Run 1, routed metal, one color a layer:
Scale bar: 20 microns.
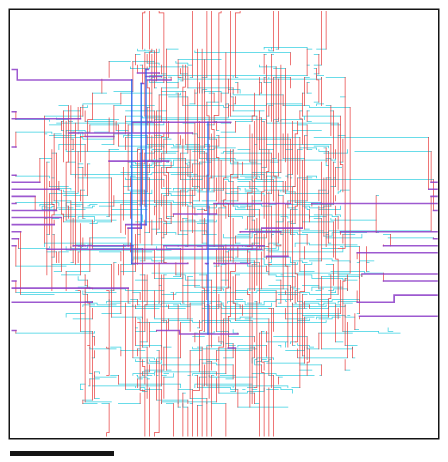
Run 1, clock network drawn from the DEF:
Scale bar: 20 microns.
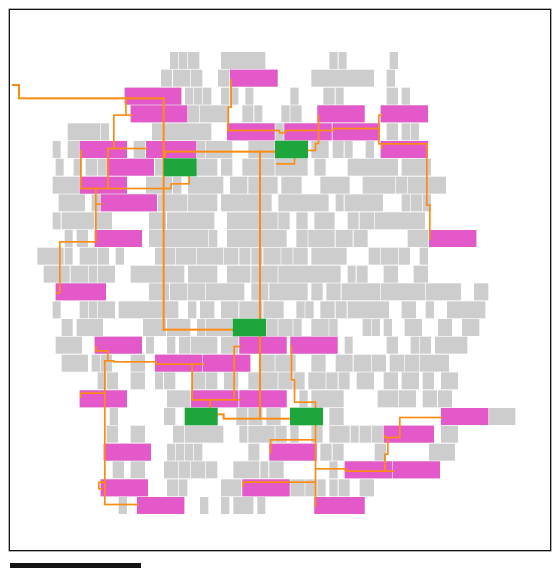
Run 1, ports around the boundary:
Pins as bars across the die edge, other pins in gray.
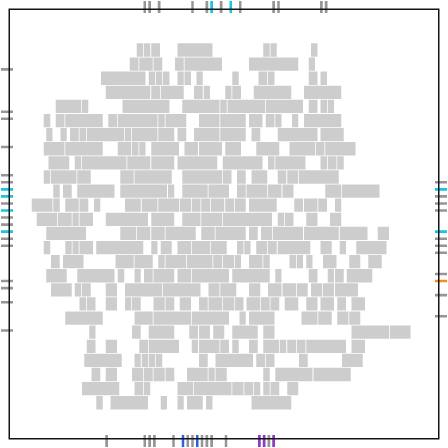
### src/rtl/regbank_sequencer.sv
// Command-driven sequencer for the 2R/1W register bank.
// Issues bank read/write strobes per micro-op and returns a response.
module regbank_sequencer #(
  parameter int DATA_WIDTH = 8
) (
  input  logic                  clk,
  input  logic                  rst,
  input  logic                  cmd_valid,
  output logic                  cmd_ready,
  input  logic [2:0]            cmd_op,
  input  logic [1:0]            cmd_src,
  input  logic [1:0]            cmd_dst,
  input  logic [DATA_WIDTH-1:0] cmd_imm,
  output logic                  rsp_valid,
  input  logic                  rsp_ready,
  output logic [DATA_WIDTH-1:0] rsp_data,
  output logic                  rsp_carry,
  output logic                  rsp_err,
  output logic [DATA_WIDTH-1:0] rb_dbi,
  input  logic [DATA_WIDTH-1:0] rb_db,
  output logic [1:0]            rb_dba,
  output logic                  rb_dbe,
  output logic                  rb_dbld,
  input  logic [DATA_WIDTH-1:0] rb_sb,
  output logic [1:0]            rb_sba,
  output logic                  rb_sbe
);

  localparam logic [2:0] OP_NOP  = 3'd0;
  localparam logic [2:0] OP_LOAD = 3'd1;
  localparam logic [2:0] OP_MOVE = 3'd2;
  localparam logic [2:0] OP_SWAP = 3'd3;
  localparam logic [2:0] OP_READ = 3'd4;
  localparam logic [2:0] OP_ADD  = 3'd5;

  typedef enum logic [2:0] {
    S_IDLE, S_RD, S_WR1, S_WR2, S_RSP
  } state_e;

  state_e                state_q, state_d;
  logic [2:0]            op_q;
  logic [1:0]            src_q, dst_q;
  logic [DATA_WIDTH-1:0] imm_q, ta_q, tb_q;
  logic                  carry_q;
  logic [DATA_WIDTH:0]   sum;
  logic                  accept;
  logic                  rsvd;

  assign accept = cmd_valid & cmd_ready;
  assign sum    = {1'b0, ta_q} + {1'b0, tb_q};
  assign rsvd   = (op_q[2:1] == 2'b11);

  always_ff @(posedge clk) begin
    if (rst) state_q <= S_IDLE;
    else     state_q <= state_d;
  end

  always_ff @(posedge clk) begin
    if (rst) begin
      op_q    <= '0;
      src_q   <= '0;
      dst_q   <= '0;
      imm_q   <= '0;
      ta_q    <= '0;
      tb_q    <= '0;
      carry_q <= 1'b0;
    end else begin
      if (accept) begin
        op_q    <= cmd_op;
        src_q   <= cmd_src;
        dst_q   <= cmd_dst;
        imm_q   <= cmd_imm;
        carry_q <= 1'b0;
      end
      if (state_q == S_RD) begin
        ta_q <= rb_db;
        tb_q <= rb_sb;
      end
      if (state_q == S_WR1 && op_q == OP_ADD)
        carry_q <= sum[DATA_WIDTH];
    end
  end

  always_comb begin
    state_d = state_q;
    unique case (state_q)
      S_IDLE: begin
        if (accept) begin
          if (cmd_op == OP_NOP || cmd_op[2:1] == 2'b11)
            state_d = S_RSP;
          else if (cmd_op == OP_LOAD)
            state_d = S_WR1;
          else
            state_d = S_RD;
        end
      end
      S_RD:  state_d = (op_q == OP_READ) ? S_RSP : S_WR1;
      S_WR1: state_d = (op_q == OP_SWAP) ? S_WR2 : S_RSP;
      S_WR2: state_d = S_RSP;
      S_RSP: if (rsp_ready) state_d = S_IDLE;
      default: state_d = S_IDLE;
    endcase
  end

  // Every output is forced low in a reset cycle, even mid-operation.
  always_comb begin
    cmd_ready = 1'b0;
    rsp_valid = 1'b0;
    rsp_data  = '0;
    rsp_carry = 1'b0;
    rsp_err   = 1'b0;
    rb_dbi    = '0;
    rb_dba    = '0;
    rb_dbe    = 1'b0;
    rb_dbld   = 1'b0;
    rb_sba    = '0;
    rb_sbe    = 1'b0;
    if (!rst) begin
      unique case (state_q)
        S_IDLE: cmd_ready = 1'b1;
        S_RD: begin
          rb_dbe = 1'b1;
          rb_dba = src_q;
          if (op_q == OP_SWAP || op_q == OP_ADD) begin
            rb_sbe = 1'b1;
            rb_sba = dst_q;
          end
        end
        S_WR1: begin
          rb_dbld = 1'b1;
          rb_dba  = dst_q;
          if (op_q == OP_LOAD)     rb_dbi = imm_q;
          else if (op_q == OP_ADD) rb_dbi = sum[DATA_WIDTH-1:0];
          else                     rb_dbi = ta_q;
        end
        S_WR2: begin
          rb_dbld = 1'b1;
          rb_dba  = src_q;
          rb_dbi  = tb_q;
        end
        S_RSP: begin
          rsp_valid = 1'b1;
          rsp_carry = carry_q;
          rsp_err   = rsvd;
          if (op_q == OP_LOAD)
            rsp_data = imm_q;
          else if (op_q == OP_ADD)
            rsp_data = sum[DATA_WIDTH-1:0];
          else if (op_q == OP_MOVE || op_q == OP_SWAP || op_q == OP_READ)
            rsp_data = ta_q;
        end
        default: ;
      endcase
    end
  end

endmodule

### config.mk
export PLATFORM = sky130hd
export DESIGN_NAME = regbank_sequencer
export DESIGN_NICKNAME = d
export VERILOG_FILES = /design/src/rtl/regbank_sequencer.sv
export SDC_FILE = /design/constraint.sdc
export NUM_CORES = 1
export LEC_CHECK = 0
export CORE_MARGIN = 4
export CORE_UTILIZATION = 40
export DETAILED_ROUTE_END_ITERATION = 12
export DONT_BUFFER_PORTS = 1
export GPL_ROUTABILITY_DRIVEN = 0
export GPL_TIMING_DRIVEN = 0
export PLACE_DENSITY = 0.66
export SYNTH_ARGS = -nofsm -noshare
export SYNTH_HDL_FRONTEND = slang
export SYNTH_SLANG_ARGS = --single-unit
### constraint.sdc
create_clock -name clk -period 2.3 [get_ports clk]
set_input_delay 0.46 -clock clk [delete_from_list [all_inputs] [get_ports clk]]
set_output_delay 0.46 -clock clk [all_outputs]
set_load 0.03 [all_outputs]
==> qor.rpt, run 1 <==
WORST SETUP PATH
-------------------------------------------------------------------------------------------------
CP Data Arrival Time                                                                      2.44 ns
Worst-path cell chain                                                                ha_4 -> fa_2 -> buf_4 -> buf_6 -> buf_6 -> a21o_1 -> a211oi_2 -> o31ai_4 -> mux2i_2 -> nor2_4
Crit path max fanout                                                                            2
Delay contributed by the slowest stage of the critical path                               0.36 ns
CP delay by family, top                                                              AND-OR/OR-AND gates
Bufs and invs on worst path                                                                     3
Setup crit start kind                                                                        flop
Required time of the critical path                                                        1.84 ns

POWER AND IR DROP
-------------------------------------------------------------------------------------------------
Sum of internal, switching and leakage power                                             1.604 mW
Leakage power                                                                            1.026 nW
Power per Cell Area                                                                  529.9 mW/mm^2
Worst voltage drop across the vdd grid                                                0.0002913 V

FLOW RUN
-------------------------------------------------------------------------------------------------
Count of max-cap constraint violations                                                          0

SYNTH
-------------------------------------------------------------------------------------------------
Number of flops mapped to enable cells by yosys                                                 0
Chip area estimate from yosys synthesis                                              0.002221 sq mm
Synth Cell Area                                                                      0.002221 sq mm
Number of distinct library cell variants in the gate-level netlist after synthesis             48
Yosys warning total                                                                             0
Number of synthesized register bits                                                            35
FFs w/ async S/R, synth                                                                         0
Ys cells                                                                                      304
Avg Inst Size Synth                                                                   7.306 sq um

FLOORPLANNING
-------------------------------------------------------------------------------------------------
Die ar.                                                                              0.006809 sq mm
Boundary pin count                                                                             62
Core Rows                                                                                      26
Area inside the core boundary                                                        0.005238 sq mm

ROUTE
-------------------------------------------------------------------------------------------------
DRC violations left                                                                             0
Post-detailed-route count of antenna-violating nets                                             0
Routed vias/inst                                                                            5.596
Vias                                                                                        2,233
DR pass1 iterations                                                                             4
Wire per inst                                                                        17.93 microns
WL final                                                                             7156 microns

CTS
-------------------------------------------------------------------------------------------------
Clock tree root buffer cell                                                              clkbuf_8
CTS clock-pin slew for the worst setup and hold paths                                     0.07 ns
Buffers from clock root to sink, at most                                                        2
CTS tree                                                                                      yes
Post-cts sizing count                                                                          67
# Post-CTS Setup Buffers                                                                        7
Number of buffers inserted during clock tree synthesis                                          5
Insertion delay at the late pin of the worst-skew pair                                    0.29 ns

GLOBAL ROUTING
-------------------------------------------------------------------------------------------------
Maximum number of pins on one net before global-route repair                                   11
Total gr overflow                                                                               0
Antenna violations before repair                                                                0
First-pass GRT wire length                                                           10,850 microns
Overall routing resource usage                                                             0.2128
Number of global-route vias before repair                                                   2,195

STA
-------------------------------------------------------------------------------------------------
Hold slack final                                                                        0.2741 ns
Slew headroom                                                                              0.6067
Slew Viols, Final                                                                               0
Max Clock Skew                                                                        0.004606 ns
Setup violation total in the final timing report                                               15
PnR worst setup slack                                                                  -0.5968 ns
Worst Max-Slew Pin Slew                                                                 0.5877 ns
Count of final hold-check violations                                                            0
Final worst-path cycle share                                                                1.259

FINISH
-------------------------------------------------------------------------------------------------
Layout area overhead                                                                       36.28%
Ant diodes                                                                                      0
Net count reported at finish                                                                  372
Final core area utilization                                                                0.5779

PLACED DESIGN
-------------------------------------------------------------------------------------------------
Placed inst area                                                                     0.002371 sq mm
HPWL reported at the end of detailed placement                                       4738 microns
Post-placement worst setup slack                                                       -0.2893 ns

MIN PATH
-------------------------------------------------------------------------------------------------
Hold Crit Class                                                                         in -> reg

OUTCOME
-------------------------------------------------------------------------------------------------
Violated checks                                                                      setup timing
Status                                                                               complete, but fails checks

Back to the opening pictures, 'routed metal, one color a layer':
cyan -> met1  # wire length 2,960 microns
blue -> met4  # wire length 134 microns
purple -> met3  # wire length 488 microns
red -> met2  # wire length 3,570 microns

Back to the opening pictures, 'clock network drawn from the DEF':
orange -> clock wires  # length 456 microns
green -> cells driving clock nets  # count 5
magenta -> flip-flops  # count 35
routed clock nets = 6

Back to the opening pictures, 'ports around the boundary':
cyan -> `rsp_data`  # pins 8, direction output, edge 4 left, 2 top, 2 right
purple -> `cmd_op`  # pins 3, direction input, edge bottom
orange -> `cmd_ready`  # pins 1, direction output, edge right
blue -> `rb_sba`  # pins 2, direction output, edge bottom
all pins by edge = 19 left, 17 bottom, 13 right, 13 top
width of the chip: 82.52 microns
number of port buffers: 0
height of the die: 82.52 microns

## run 1: power breakdown
group	total, mW	internal (mW)	switching [mW]
Combinational	0.413	0.161	0.252
Sequential	0.700	0.653	0.0467
Clock	0.491	0.273	0.218
## run 1: flip-flops by register name (all words and copies together), names as in the netlist
name,flops
imm_q,8
ta_q,8
tb_q,8
op_q,3
state_q,3
dst_q,2
src_q,2
carry_q,1
## run 1: final cells by class
cell class,count,area [sq um]
clock buffers,8,100.1
flip-flops and latches,35,716.9
multi-input cells,244,1822
inverters,5,35.03
well taps,70,87.58
plain buffers,19,115.1
fillers,454,2211
repair buffers,18,150.1
## run 1: path summary, 6_finish.rpt
check / end / startpoint / cells after the start / slack [ns]
min reg2reg: src_q[0] / src_q[0] / 2 / 0.47
max reg2reg: carry_q / ta_q[0] / 7 / 0.45
min: state_q[2] / rsp_ready / 1 / 0.27
max: rb_dbi[4] / ta_q[0] / 10 / -0.60
## run 1: cell usage in the layout (no fill, tap or decap), types with 4 or more instances in the layout
| cell type | synthesis | final |
|---|---|---|
| a21oi_1 | 31 | 28 |
| buf_2 | 6 | 4 |
| o21ai_0 | 15 | 13 |
| nor3_1 | 9 | 6 |
| dfxtp_1 | 35 | 28 |
| a211oi_2 | 0 | 4 |
| nand2b_1 | 19 | 18 |
| buf_4 | 2 | 17 |
| nor2_1 | 28 | 15 |
| buf_6 | 1 | 6 |
| o21a_1 | 5 | 4 |
| clkbuf_2 | 0 | 4 |
| nand2_1 | 60 | 58 |
| o21ai_1 | 8 | 7 |
| clkbuf_8 | 0 | 7 |
| dfxtp_2 | 0 | 4 |
| or3_1 | 5 | 5 |
| clkbuf_1 | 11 | 5 |
| nor2_4 | 0 | 10 |
## run 1: kinds of logic (layout without fill, tap and decap cells)
logic type	after synthesis	after routing	share of synthesized area
AND/OR/NAND/NOR	142	142	0.3104
AND-OR/OR-AND	84	84	0.2270
buffers and inverters	25	50	0.05465
flip-flops	35	35	0.3155
XOR/XNOR	4	4	0.01578
multiplexers	5	5	0.02254
adder cells (fa/ha/maj)	9	9	0.05409
## run 1: per-layer routing
metal / share of wire / GRT usage / up-vias
met3: 0.068 / 0.05965 / 10
met1: 0.41 / 0.2570 / 1057
met2: 0.50 / 0.3558 / 75
met5: 0 / 0 / -
li1: - / - / 1091
met4: 0.019 / 0.08497 / 0
## run 1: Yosys cell counts, drive strengths merged, types with 2 or more instances
cell type  number  area [sq um]
or2             2         12.52
nand2b         19         118.9
a211oi          5         37.54
clkbuf         11         41.29
a21o            3         22.52
and2            5         31.28
buf             9         56.30
mux2i           5         50.05
or3             5         31.28
a31oi           2         12.51
inv             4         15.01
nand2          60         225.2
nor2b           4         25.02
ha              8         100.1
a21oi          31         155.2
o21ai          23         115.1
nor4bb          2         20.02
xnor2           2         17.52
dfxtp          35         700.7
o31ai           3         22.52
o21a            5         37.54
xor2            2         17.52
nand3           3         27.53
nor2           28         105.1
o21bai          2         15.01
nor3            9         45.04
## run 1: stage by stage
stage	TNS (ns)	cells
final	-4.307	399
after global placement	-2.248	374
after detailed placement	-2.388	374
after global routing	-5.182	399
after CTS	-3.684	389
after floorplan	-0.1922	304
Run 1, sequential cells colored by netlist name:
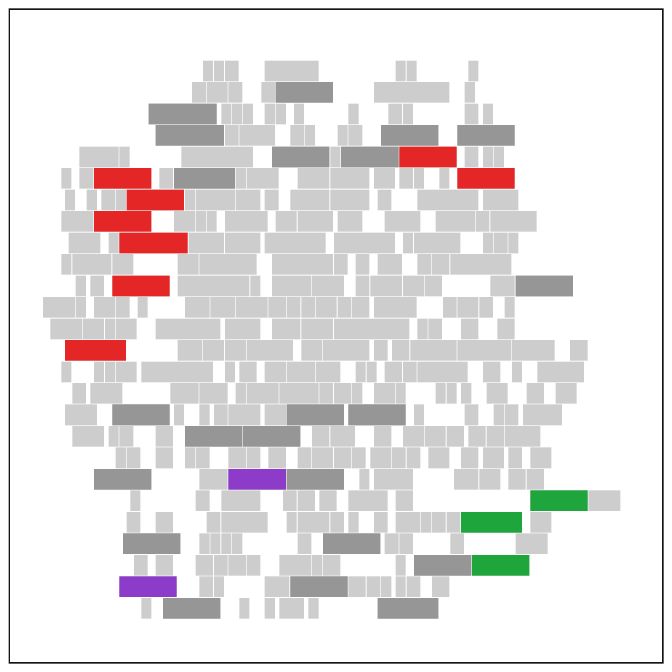

==> run 2, diff against run 1 <==
PLACE_DENSITY = 0.64   (was 0.66)
clock period = 2.7 ns   (was 2.3 ns; I/O delays follow)
Run 2, sequential cells colored by netlist name:
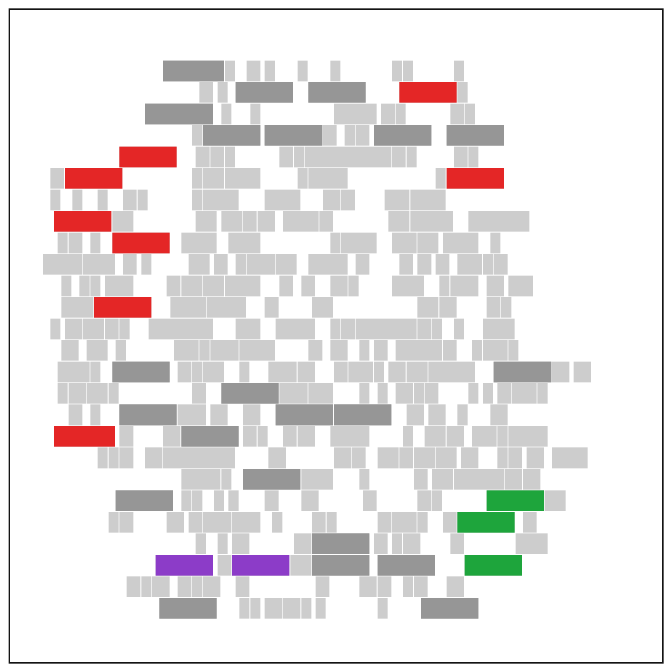
purple -> `dst_q`  # placed flops 2
green -> `state_q`  # placed flops 3
red -> `tb_q`  # placed flops 8
not colored = 22

Run 2, ports around the boundary:
Pins as bars across the die edge, other pins in gray.
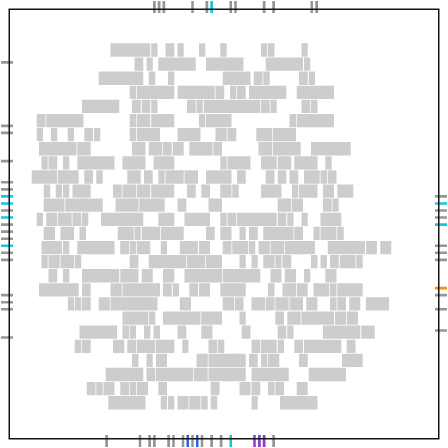
cyan -> `rsp_data`  # pins 8, direction output, edge 4 left, 2 right, 1 top, 1 bottom
orange -> `cmd_ready`  # pins 1, direction output, edge right
purple -> `cmd_op`  # pins 3, direction input, edge bottom
blue -> `rb_sba`  # pins 2, direction output, edge bottom
all pins by edge = 20 left, 18 bottom, 12 right, 12 top

Run 2, clock network drawn from the DEF:
Scale bar: 20 microns.
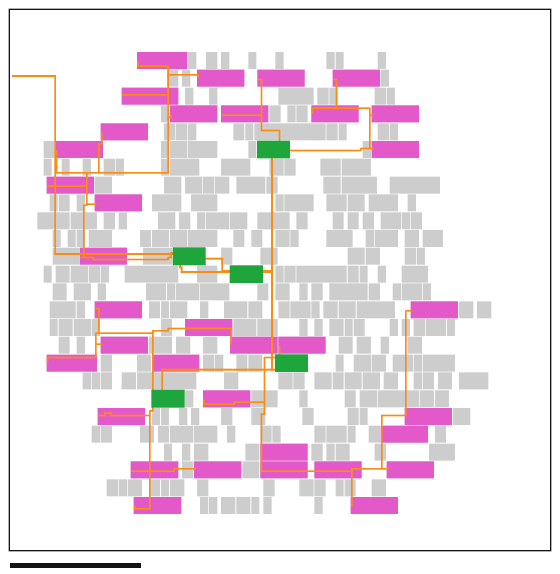
orange -> clock wires  # length 484 microns
green -> cells driving clock nets  # count 5
magenta -> flip-flops  # count 35
routed clock nets = 6
power share of the clock group: 0.343
Clk. pwr: 0.459 mW
Max Clock Skew: 0.008255 ns

==> qor.rpt, run 2 <==
CTS
-------------------------------------------------------------------------------------------------
Buffers from clock root to sink, at most                                                        2
CTS tree                                                                                      yes
CTS clock-pin slew for the worst setup and hold paths                                     0.07 ns
Number of sinks handled by clock tree synthesis                                                35
Insertion delay at the late pin of the worst-skew pair                                    0.28 ns
Clock tree root buffer cell                                                              clkbuf_8
Maximum level of the CTS H-tree                                                                 2
Number of buffers inserted during clock tree synthesis                                          5

FLOORPLANNING
-------------------------------------------------------------------------------------------------
Boundary pin count                                                                             62
Die ar.                                                                              0.006809 sq mm
Width of the chip                                                                    82.52 microns
Area inside the core boundary                                                        0.005238 sq mm
Core Rows                                                                                      26
Height of the die                                                                    82.52 microns

ROUTE
-------------------------------------------------------------------------------------------------
Wl on met1                                                                           2947 microns
Violation count after the first detailed-route iteration                                      126
WL final                                                                             6511 microns
Highest routing layer actually used                                                          met4
Vias                                                                                        2,111
Routed wl met3                                                                        387 microns
Wire length on met2                                                                  3074 microns
Wire per inst                                                                        16.82 microns
DR pass1 iterations                                                                             4
DRC violations left                                                                             0
Routed vias/inst                                                                            5.455
Post-detailed-route count of antenna-violating nets                                             0

SYNTH
-------------------------------------------------------------------------------------------------
Synth top cell by count                                                                   nand2_1
Synth cell count leaders                                                             60 x nand2_1, 35 x dfxtp_1, 31 x a21oi_1
FFs w/ async S/R, synth                                                                         0
Chip area estimate from yosys synthesis                                              0.002221 sq mm
Proportion of synthesized chip area in sequential cells                                    0.3155
Ys cells                                                                                      304
Dominant cell area share                                                                   0.3155
Synth Cell Area                                                                      0.002221 sq mm
Most instantiated flip-flop cell in the synthesis netlist                                 dfxtp_1
Cell type with the largest total area after synthesis                                     dfxtp_1
Avg Inst Size Synth                                                                   7.306 sq um
Cell count after synthesis                                                                    304
Number of flops mapped to enable cells by yosys                                                 0
Yosys warning total                                                                             0
Number of distinct library cell variants in the gate-level netlist after synthesis             48
Leading cell types by total area after synthesis                                     dfxtp_1 32%, nand2_1 10%, a21oi_1 7.0%
Number of synthesized register bits                                                            35

GLOBAL ROUTING
-------------------------------------------------------------------------------------------------
Antenna violations before repair                                                                0
Total gr overflow                                                                               0
First-pass GRT wire length                                                           10,490 microns
Maximum number of pins on one net before global-route repair                                   11
Overall routing resource usage                                                             0.2018
Number of global-route vias before repair                                                   2,107

FINISH
-------------------------------------------------------------------------------------------------
Commonest cells after routing, fill and taps aside                                   59 x nand2_1, 32 x dfxtp_1, 30 x a21oi_1
Fillers                                                                                       514
Post-Layout Cell Count                                                                        387
Ant diodes                                                                                      0
Leading registers by flop count                                                      imm_q: 8 flops, ta_q: 8 flops, tb_q: 8 flops
Layout area overhead                                                                       19.38%
Net count reported at finish                                                                  361
Final core area utilization                                                                0.5062
Most frequent logic cell in the layout                                                    nand2_1
Share of layout cells above drive strength 1                                               0.2019

POWER AND IR DROP
-------------------------------------------------------------------------------------------------
Switching Fraction                                                                         0.3044
Net switching power of the design                                                       0.4074 mW
Fraction of power consumed by combinational cells                                           0.218
Worst voltage drop across the vdd grid                                                0.0002823 V
Leakage power                                                                           0.9472 nW
Sum of internal, switching and leakage power                                             1.339 mW
Sequential fraction of design power                                                         0.439
Cell internal power dissipation                                                         0.9313 mW
Power per Cell Area                                                                  504.9 mW/mm^2

OUTCOME
-------------------------------------------------------------------------------------------------
Status                                                                               complete, but fails checks
Violated checks                                                                      setup timing

STA
-------------------------------------------------------------------------------------------------
Final worst-path cycle share                                                                1.111
Count of final hold-check violations                                                            0
Highest achievable clock rate                                                          0.3334 GHz
Hold slack final                                                                        0.3617 ns
Slew headroom                                                                              0.5679
Summed negative setup slack over all endpoints                                         -0.5667 ns
Setup repair after global routing missed its margin                                           yes
PnR worst setup slack                                                                  -0.2995 ns
Worst Max-Slew Pin Slew                                                                 0.6482 ns
Setup violation total in the final timing report                                                4
Slew Viols, Final                                                                               0

PLACED DESIGN
-------------------------------------------------------------------------------------------------
Number of port buffers                                                                          0
Post-placement worst setup slack                                                       -0.2697 ns
Placed inst area                                                                     0.002313 sq mm
HPWL reported at the end of detailed placement                                       4764 microns
Placed Cells                                                                                  374

WORST SETUP PATH
-------------------------------------------------------------------------------------------------
CP Data Arrival Time                                                                      2.46 ns
Required time of the critical path                                                        2.16 ns
Setup crit start kind                                                                        flop
Crit path max fanout                                                                            3
Type of the setup path with the least slack                                            reg -> out

FLOW RUN
-------------------------------------------------------------------------------------------------
Count of max-cap constraint violations                                                          0
Tally of OpenROAD warnings                                                                     29

MIN PATH
-------------------------------------------------------------------------------------------------
Hold Crit Class                                                                         in -> reg

[run 2: cell counts after synthesis]
Identical to the previous run, type by type.
[run 2: logic make-up (layout without fill, tap and decap cells)]
logic type,Yosys count,after routing,share of synthesized area
buffers and inverters,25,38,0.05465
XOR/XNOR,4,4,0.01578
flip-flops,35,35,0.3155
multiplexers,5,5,0.02254
AND/OR/NAND/NOR,142,142,0.3104
adder cells (fa/ha/maj),9,9,0.05409
AND-OR/OR-AND,84,84,0.2270
[run 2: path summary, 6_finish.rpt]
check	endpoint	from	slack, ns	depth (start not counted)
worst max register to register	carry_q	ta_q[0]	0.76	7
worst max-delay path	rsp_data[6]	ta_q[0]	-0.30	7
worst min register to register	src_q[0]	src_q[0]	0.47	2
worst min-delay path	src_q[1]	cmd_src[1]	0.36	2
[run 2: repair_timing]
action,CTS,global route
endpoints found under the setup margin,16,17
buffers inserted,3,3
pin swaps,10,5
resized,38,14
[run 2: routing by layer]
layer | vias to the layer above | global-route usage
li1 | 1070 | -
met1 | 971 | 0.2734
met2 | 61 | 0.3269
met3 | 9 | 0.03796
met4 | 0 | 0.05556
met5 | - | 0
[run 2: area by class of cell]
class	instances	area, sq um	area share
multi-input cells	244	1582	0.5965
flip-flops and latches	35	706.9	0.2666
plain buffers	20	103.9	0.03917
well taps	70	87.58	0.03303
clock buffers	6	72.57	0.02737
repair buffers	6	45.04	0.01699
clock inverters	1	30.03	0.01133
inverters	5	23.77	0.008967
[run 2: power by group through the flow]
| stage | clock, mW | combinational, mW | sequential (mW) |
|---|---|---|---|
| floorplan | 0 | 0.208 | 0.587 |
| global placement | 0 | 0.258 | 0.598 |
| detailed placement | 0 | 0.262 | 0.598 |
| CTS | 0.467 | 0.281 | 0.587 |
| global route | 0.491 | 0.326 | 0.592 |
| finish | 0.459 | 0.292 | 0.588 |
[run 2: worst max-delay path, cell delays in order (launching register included)]
cell and delay [ns]:
dfxtp_4 0.36, ha_4 0.17, fa_2 0.38, a211oi_2 0.23, nor2_2 0.08, o31a_1 0.26
a32o_2 0.31, nor3_4 0.39
Run 2, routed metal, one color a layer:
Scale bar: 20 microns.
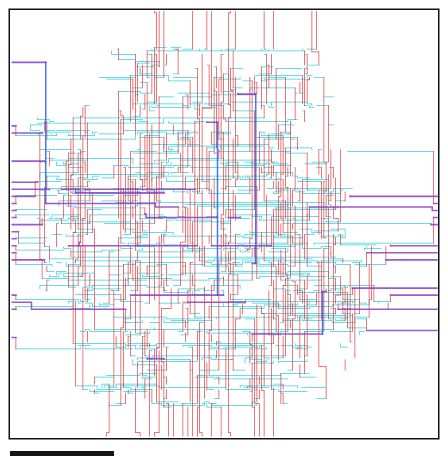

==> run 3, diff against run 2 <==
RECOVER_POWER = 100   (was unset)
Run 3, routed metal, one color a layer:
Scale bar: 20 microns.
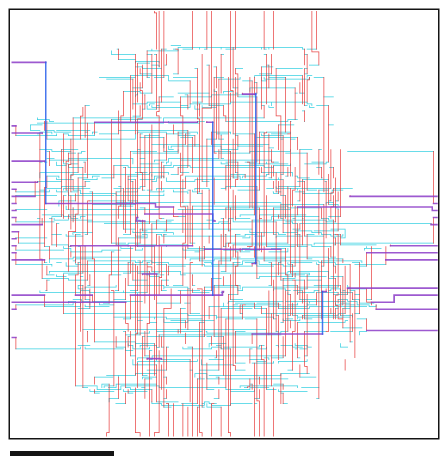
red -> met2  # wire length 3,040 microns
cyan -> met1  # wire length 2,980 microns
purple -> met3  # wire length 358 microns
blue -> met4  # wire length 101 microns

Run 3, clock network drawn from the DEF:
Scale bar: 20 microns.
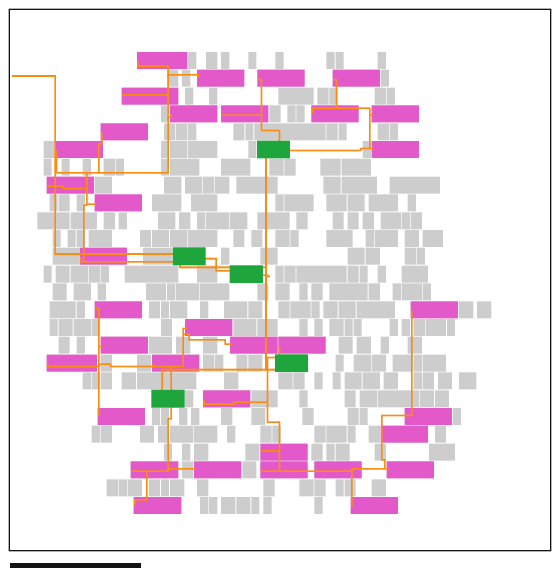
orange -> clock wires  # length 483 microns
magenta -> flip-flops  # count 35
green -> cells driving clock nets  # count 5
routed clock nets = 6
Clk. pwr: 0.460 mW
Max Clock Skew: 0.009272 ns
power share of the clock group: 0.345
insertion delay at the late pin of the worst-skew pair: 0.29 ns

==> qor.rpt, run 3 <==
ROUTE
-------------------------------------------------------------------------------------------------
WL final                                                                             6484 microns
Routed vias/inst                                                                            5.465
Vias                                                                                        2,115
DRC violations left                                                                             0
Post-detailed-route count of antenna-violating nets                                             0
DR pass1 iterations                                                                             4
Wire per inst                                                                        16.75 microns
Violation count after the first detailed-route iteration                                      133

WORST SETUP PATH
-------------------------------------------------------------------------------------------------
Worst reg-to-reg setup slack                                                              0.57 ns
Worst-path cell chain                                                                ha_4 -> fa_2 -> a211oi_2 -> nor2_2 -> o31a_1 -> a32o_2 -> nor3_4
Kind of capture point of the worst setup path                                          output pin
Delay contributed by the slowest stage of the critical path                               0.39 ns
Setup crit start kind                                                                        flop
Crit path max fanout                                                                            3
Length in cells of the worst reg-to-reg path                                                    6
Number of cells on the critical path                                                            7
Required time of the critical path                                                        2.16 ns
CP delay by family, top                                                              AND-OR/OR-AND gates
Critical R2R Launch                                                                    state_q[2]
CP Data Arrival Time                                                                      2.46 ns
Critical path's slowest cell                                                               nor3_4
Bufs and invs on worst path                                                                     0
Capturing point of the worst reg2reg path                                                imm_q[3]
Type of the setup path with the least slack                                            reg -> out

POWER AND IR DROP
-------------------------------------------------------------------------------------------------
Switching Fraction                                                                         0.3056
Worst voltage drop across the vdd grid                                                0.0002822 V
Fraction of power consumed by combinational cells                                           0.214
Net switching power of the design                                                       0.4073 mW
Cell internal power dissipation                                                         0.9256 mW
Leakage power                                                                           0.9184 nW
Power per Cell Area                                                                  507.1 mW/mm^2
Sequential fraction of design power                                                         0.441
Sum of internal, switching and leakage power                                             1.333 mW

MIN PATH
-------------------------------------------------------------------------------------------------
Hold Crit Start                                                                        cmd_src[1]
Hold Crit Class                                                                         in -> reg
Hold Path Sink                                                                           src_q[1]
Worst Hold Path Cells                                                                           2

FINISH
-------------------------------------------------------------------------------------------------
Layout area overhead                                                                       18.37%
Final core area utilization                                                                0.5019
Fillers                                                                                       521
Net count reported at finish                                                                  361
Share of layout cells above drive strength 1                                               0.1735
Post-Layout Cell Count                                                                        387
Most frequent logic cell in the layout                                                    nand2_1
Ant diodes                                                                                      0
Commonest cells after routing, fill and taps aside                                   59 x nand2_1, 32 x dfxtp_1, 30 x a21oi_1
Leading registers by flop count                                                      imm_q: 8 flops, ta_q: 8 flops, tb_q: 8 flops

GLOBAL ROUTING
-------------------------------------------------------------------------------------------------
Number of global-route vias before repair                                                   2,107
Maximum number of pins on one net before global-route repair                                   11
Antenna violations before repair                                                                0
Total gr overflow                                                                               0
First-pass GRT wire length                                                           10,490 microns
Overall routing resource usage                                                             0.2018

SYNTH
-------------------------------------------------------------------------------------------------
Chip area estimate from yosys synthesis                                              0.002221 sq mm
Cell count after synthesis                                                                    304
Synth top cell by count                                                                   nand2_1
Proportion of synthesized chip area in sequential cells                                    0.3155
Dominant cell area share                                                                   0.3155
Most instantiated flip-flop cell in the synthesis netlist                                 dfxtp_1
Yosys warning total                                                                             0
Cell type with the largest total area after synthesis                                     dfxtp_1
Avg Inst Size Synth                                                                   7.306 sq um
Number of synthesized register bits                                                            35
Leading cell types by total area after synthesis                                     dfxtp_1 32%, nand2_1 10%, a21oi_1 7.0%
Ys cells                                                                                      304
Number of flops mapped to enable cells by yosys                                                 0
Synth Cell Area                                                                      0.002221 sq mm
Net count after synthesis                                                                     348
FFs w/ async S/R, synth                                                                         0
Synth cell count leaders                                                             60 x nand2_1, 35 x dfxtp_1, 31 x a21oi_1
Number of distinct library cell variants in the gate-level netlist after synthesis             48

STA
-------------------------------------------------------------------------------------------------
Worst Max-Slew Pin Slew                                                                 0.6742 ns
Hold slack final                                                                        0.3612 ns
Summed negative setup slack over all endpoints                                          -1.938 ns
Highest achievable clock rate                                                          0.3333 GHz
Slew Viols, Final                                                                               0
Setup violation total in the final timing report                                               15
Count of final hold-check violations                                                            0
Setup repair after global routing missed its margin                                           yes
Final worst-path cycle share                                                                1.111
PnR worst setup slack                                                                  -0.3002 ns
Shortest clock period the worst path allows after layout                                 3.000 ns
Slew headroom                                                                              0.5505

OUTCOME
-------------------------------------------------------------------------------------------------
Status                                                                               complete, but fails checks
Violated checks                                                                      setup timing

CTS
-------------------------------------------------------------------------------------------------
Maximum level of the CTS H-tree                                                                 2
Number of sinks handled by clock tree synthesis                                                35
CTS clock-pin slew for the worst setup and hold paths                                     0.08 ns
Clock tree root buffer cell                                                              clkbuf_8
Buffers from clock root to sink, at most                                                        2
CTS tree                                                                                      yes
Number of buffers inserted during clock tree synthesis                                          5

FLOORPLANNING
-------------------------------------------------------------------------------------------------
Boundary pin count                                                                             62
Core Rows                                                                                      26
Starting density of the core                                                               0.4240
Height of the die                                                                    82.52 microns
Area inside the core boundary                                                        0.005238 sq mm
Width of the chip                                                                    82.52 microns
Die ar.                                                                              0.006809 sq mm

FLOW RUN
-------------------------------------------------------------------------------------------------
Count of max-cap constraint violations                                                          0
Tally of OpenROAD warnings                                                                     29

PLACED DESIGN
-------------------------------------------------------------------------------------------------
Placed Cells                                                                                  374
Number of port buffers                                                                          0
HPWL reported at the end of detailed placement                                       4764 microns

Run 3, ports around the boundary:
Pins as bars across the die edge, other pins in gray.
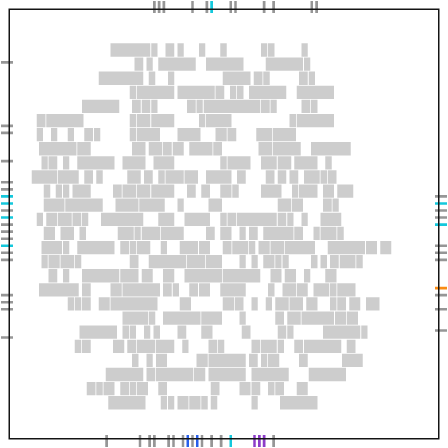
blue -> `rb_sba`  # pins 2, direction output, edge bottom
orange -> `cmd_ready`  # pins 1, direction output, edge right
cyan -> `rsp_data`  # pins 8, direction output, edge 4 left, 2 right, 1 top, 1 bottom
purple -> `cmd_op`  # pins 3, direction input, edge bottom
all pins by edge = 20 left, 18 bottom, 12 right, 12 top

run 3: cell counts after synthesis:
No cell type changed its count.
run 3: what timing repair did:
action,4_1_cts,5_1_grt
cloned,0,0
pin swaps,10,5
setup endpoints to repair,16,17
setup buffers,3,3
hold buffers,0,0
gates resized,38,14
run 3: cells by family (layout without fill, tap and decap cells):
group | Yosys count | after routing | share of synthesized area
buffers and inverters | 25 | 38 | 0.05465
flip-flops | 35 | 35 | 0.3155
AND-OR/OR-AND | 84 | 84 | 0.2270
AND/OR/NAND/NOR | 142 | 142 | 0.3104
adder cells (fa/ha/maj) | 9 | 9 | 0.05409
XOR/XNOR | 4 | 4 | 0.01578
multiplexers | 5 | 5 | 0.02254
run 3: how the worst max path moves through the flow:
stage,startpoint,end
floorplan,ta_q[0],rb_dbi[6]
global placement,ta_q[0],rb_dbi[6]
detailed placement,ta_q[0],rb_dbi[6]
CTS,ta_q[0],rsp_data[6]
global route,ta_q[0],rsp_data[6]
finish,ta_q[0],rsp_data[6]
run 3: power by group through the flow:
stage / Sequential (mW) / Clock (mW) / Combinational (mW)
final: 0.588 / 0.460 / 0.285
after global routing: 0.592 / 0.491 / 0.320
after CTS: 0.587 / 0.467 / 0.281
after detailed placement: 0.598 / 0 / 0.262
after global placement: 0.598 / 0 / 0.258
after floorplan: 0.587 / 0 / 0.208
run 3: area by class of cell:
cell class / count / area [sq um] / share of cell area
buffer: 20 / 91.34 / 0.03475
clock buffer: 6 / 72.57 / 0.02761
clock inverter: 1 / 30.03 / 0.01142
inverter: 5 / 23.77 / 0.009043
multi-input combinational: 244 / 1572 / 0.5978
sequential: 35 / 706.9 / 0.2689
tap: 70 / 87.58 / 0.03332
timing repair buffer: 6 / 45.04 / 0.01713
run 3: per-stage QoR:
stage | instance area (sq um) | worst slack, ns
6_report | 2629 | -0.3002
5_1_grt | 2629 | -0.3598
4_1_cts | 2586 | -0.3003
3_5_place_dp | 2313 | -0.2697
3_3_place_gp | 2313 | -0.2821
2_1_floorplan | 2226 | -0.06708
run 3: metal layers:
metal,up-vias,part of all wire,track usage
met3,9,0.055,0.03796
li1,1071,-,-
met5,-,0,0
met1,980,0.46,0.2734
met4,0,0.016,0.05556
met2,55,0.47,0.3269
No activity file was given, so power comes from the tool's default toggle rates.
